Clock distribution:
Bar = 50 µm.
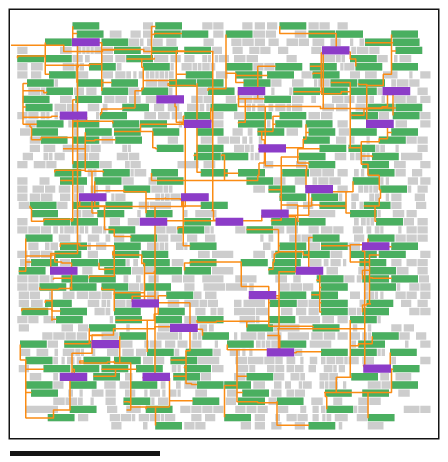
Clock routing:
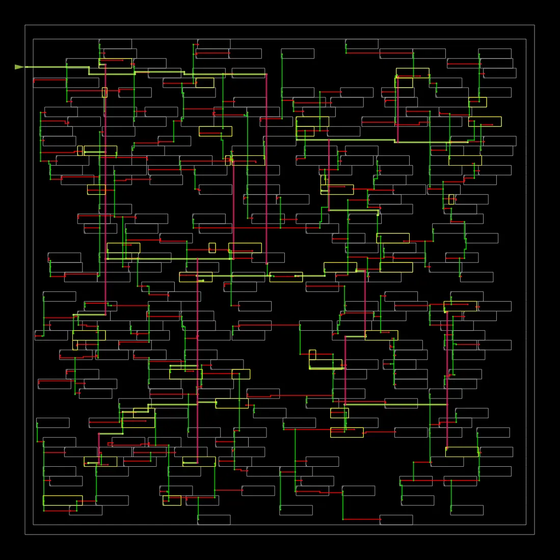
Sequential cells grouped by signal name:
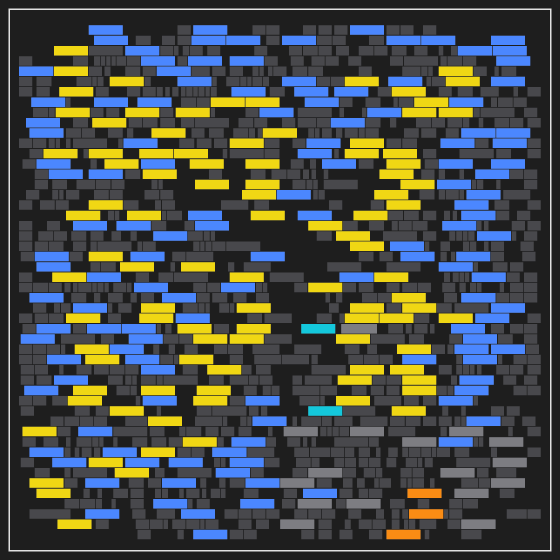
Placement by cell class:
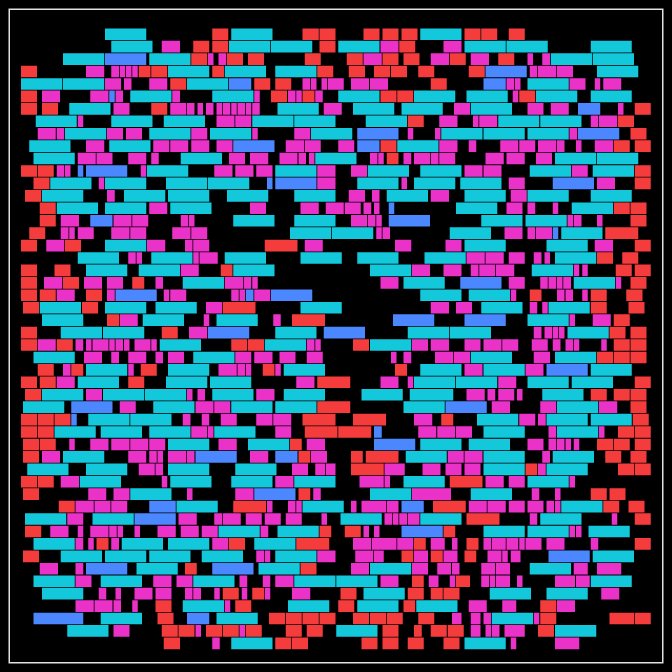
==> config.mk <==
export PLATFORM = sky130hd
export DESIGN_NAME = mat_cache_loader
export DESIGN_NICKNAME = d
export VERILOG_FILES = /design/src/rtl/mat_cache_pkg.sv /design/src/rtl/mat_cache_loader.sv
export SDC_FILE = /design/constraint.sdc
export NUM_CORES = 1
export LEC_CHECK = 0
export CORE_MARGIN = 2
export CORE_UTILIZATION = 53
export DETAILED_ROUTE_END_ITERATION = 16
export PLACE_DENSITY_LB_ADDON = 0.12
export SLEW_MARGIN = 10
export SYNTH_ARGS = -nofsm -noshare
export SYNTH_HDL_FRONTEND = slang
export SYNTH_SLANG_ARGS = --single-unit
==> constraint.sdc <==
create_clock -name clock -period 2 [get_ports clock]
set_input_delay 0.5 -clock clock [delete_from_list [all_inputs] [get_ports clock]]
set_output_delay 0.5 -clock clock [all_outputs]
set_load 0.005 [all_outputs]
==> run notes <==
### Synth
* **basic-gate share of the synthesized area counting and, or, nand and nor cells** 0.0525
* **post-synthesis chip area from yosys** 10200 µm²
* **dominant cell type by area after synthesis** sky130_fd_sc_hd__dfrtp_1
* **area of the mapped netlist** 10200 µm²
* **Main synth FF type** sky130_fd_sc_hd__dfrtp_1
* **Mapped Avg Cell Area** 13.1 µm²
* **cell total in the yosys stat output** 777
* **net count after synthesis** 827
* **count of unique library cells instantiated by Yosys** 35
* **number of enable flip-flop cells** 0
* **xor/xnor cell area share of the yosys netlist** 0.00430
* **sequential cell area fraction in the yosys report** 0.602
* **aoi share** 0.0541
* **Cell area leaders** sky130_fd_sc_hd__dfrtp_1 60%, sky130_fd_sc_hd__mux2_2 14%, sky130_fd_sc_hd__mux2i_1 9.5%
* **mux contribution to synthesized area** 0.247
* **number of instances in the synthesized netlist** 777
* **synth cell count leaders** 245 x sky130_fd_sc_hd__dfrtp_1, 130 x sky130_fd_sc_hd__mux2_2, 103 x sky130_fd_sc_hd__nand2_1
* **#FFs+latches synth** 245
* **Warnings, synthesis** 0
* **fraction of post-synthesis cell area in the top cell type by area** 0.602
* **adder-cell share of the synthesized area** 0.00737
* **biggest combinational cell group after synthesis** multiplexers
* **cell with the most instances after synthesis** sky130_fd_sc_hd__dfrtp_1
* **share of flip-flops with an asynchronous set or reset after synthesis** 1.00

### Place
* **final RePlAce weighted congestion** 0.784
* **IO buf count** 180
* **placed cell count** 1185
* **total cell area at the placement stage** 12500 µm²
* **pre-CTS setup slack** -0.0896 ns
* **final HPWL from detailed placement** 15800 µm

### Global routing
* **gr ovfl total** 0
* **maximum number of pins on one net before global-route repair** 64
* **total routing usage reported by global routing** 0.232
* **first-pass GRT wire length** 37400 µm
* **vias in the first global route** 7118
* **antenna violations before repair** 0

### Clock tree
* **clock tree from TritonCTS** yes
* **number of hold buffers added after cts** 1
* **clk slew on worst S/H paths** 0.06 ns
* **Max H-tree Level** 1
* **clock buffers created by TritonCTS** 26
* **post-CTS setup buffers** 3
* **clock tree root buffer cell** sky130_fd_sc_hd__clkbuf_16
* **largest buffer count on any clock path** 3
* **number of resized instances in the post-cts repair step** 6

### Timing
* **final-report setup violation count** 0
* **transition time of the tightest slew-check pin** 0.548 ns
* **setup repair after global routing missed its margin** no
* **Worst Hold Margin** 0.447 ns
* **fin worst setup slack** 0.0465 ns
* **crit path time final** 1.95 ns
* **number of endpoints with negative hold slack in the final report** 0
* **max_slew headroom** 0.635
* **post-layout period usage** 0.977
* **Total Neg Setup Slack** 0 ns
* **Max Transition Viols Final** 0
* **maximum frequency from static timing analysis** 512 MHz

### Pwr
* **total power** 0.0219 W
* **maximum ir drop on the vdd rail** 0.000867 V
* **power per cell area** 1630 nW/µm²
* **Leak** 6.02 nW

### Drt
* **violation count after the first detailed-route iteration** 299
* **per-cell via count in the routed design** 5.47
* **met3 WL** 1230 µm
* **Via Count** 6749
* **wirelength, routed** 23100 µm
* **top routing layer in use** met4
* **number of nets with antenna violations after detailed routing** 0
* **Routed WL per cell** 18.7 µm
* **met2 wirelength from detailed routing** 11200 µm
* **first drt pass iteration count** 4
* **number of remaining DRC errors** 0
* **Metal-1 WL** 10100 µm

### Layout
* **number of flip-flops in the largest register** 128
* **number of diodes added for antenna fixing** 0
* **layout filler cell count** 1301
* **final std cells w/o fill** 1234
* **share of cells above drive strength 1** 0.232
* **top logic cells by instance count in the layout** 244 x sky130_fd_sc_hd__dfrtp_1, 177 x sky130_fd_sc_hd__clkdlybuf4s50_1, 130 x sky130_fd_sc_hd__mux2_2
* **Nets** 1033
* **area growth from synthesis to layout** 31.8%
* **combinational cell area excluding buffers and inverters** 3740 µm²
* **most instantiated logic cell after routing** sky130_fd_sc_hd__dfrtp_1

### Floorplan
* **number of top-level design ports** 181
* **Floorplan Utilization** 0.543
* **DIE AREA** 20400 µm²
* **Horiz. Die Dim** 143 µm
* **floorplan die height** 143 µm

### Critical path
* **CP max stage cell** sky130_fd_sc_hd__clkdlybuf4s50_1
* **kind of end point of the critical path** output port
* **Critical Path AT** 1.45 ns
* **r2r setup slk** 0.26 ns
* **family with the most delay on the worst path** buffers and inverters
* **Worst setup SP type** flop
* **stages on the worst setup path** 1
* **Worst EP required** 1.50 ns
* **worst stage delay on the critical path** 0.53 ns
* **count of buffering cells on the critical path with inverters included** 1
* **cells on worst reg2reg path** 6
* **Worst Path Max Fanout** 2
* **Crit Path Category** reg -> out
* **critical path cell sequence** clkdlybuf4s50_1

### Run
* **tool warnings** 29
* **Maximum Capacitance Violations** 0

### Hold path
* **Tightest Hold Check Type** reg -> reg
* **worst hold path stage count** 1

### Run status
* **result of the run** complete, no violations

Notes on 'clock distribution' above:
orange -> clock wires  # length 2820 µm
green -> flip-flops  # count 245
purple -> clock drivers  # count 26
flops lie = spread over the die
maximum clock skew at final layout: 0.0101 ns
power in the clock group: 0.00476 W
Clk pwr share: 0.217

Notes on 'clock routing' above:
Clock Sink Count: 245
count of clock buffers in the final design: 41
Seq Cell Count: 245
Latency at later pin: 0.51 ns

Notes on 'sequential cells grouped by signal name' above:
yellow -> r_buf  # sequential cells 96
cyan -> r_lane  # sequential cells 2
blue -> wr_data  # sequential cells 128, where spread over the die
orange -> r_count  # sequential cells 3
not colored = 16
area used by sequential logic in the layout: 6130 µm²
sequential cell area share: 0.457
fraction of the core area covered by cells at the end of the flow: 0.716
flip-flop and latch power: 0.00873 W

Notes on 'placement by cell class' above:
blue -> clock drivers and dummy loads  # cells 45
red -> remaining buffers and delay cells  # cells 228
magenta -> combinational and other logic  # cells 482
cyan -> sequential cells  # cells 245
Non-Filler Cell Area, Final: 13400 µm²
number of placement rows: 50
core region area: 18800 µm²

per-layer routing:
metal,global-route usage,vias to the layer above
met5,0,-
met4,0.0620,0
met3,0.0416,47
met2,0.388,177
met1,0.317,3408
li1,-,3117
power breakdown:
group / total [W] / switching (W) / internal (W) / leakage, nW
clock: 0.00476 / 0.00188 / 0.00289 / 0.426
sequential: 0.00873 / 0.00138 / 0.00735 / 3.02
combinational: 0.00844 / 0.00334 / 0.00511 / 2.57
layout make-up:
type / count / area share
clock buffer: 41 / 0.0602
timing repair buffer: 228 / 0.177
multi-input combinational: 476 / 0.279
clock inverter: 4 / 0.00419
sequential: 245 / 0.457
tap: 234 / 0.0218
inverter: 6 / 0.00168
Power is estimated from default activity; no workload was simulated.
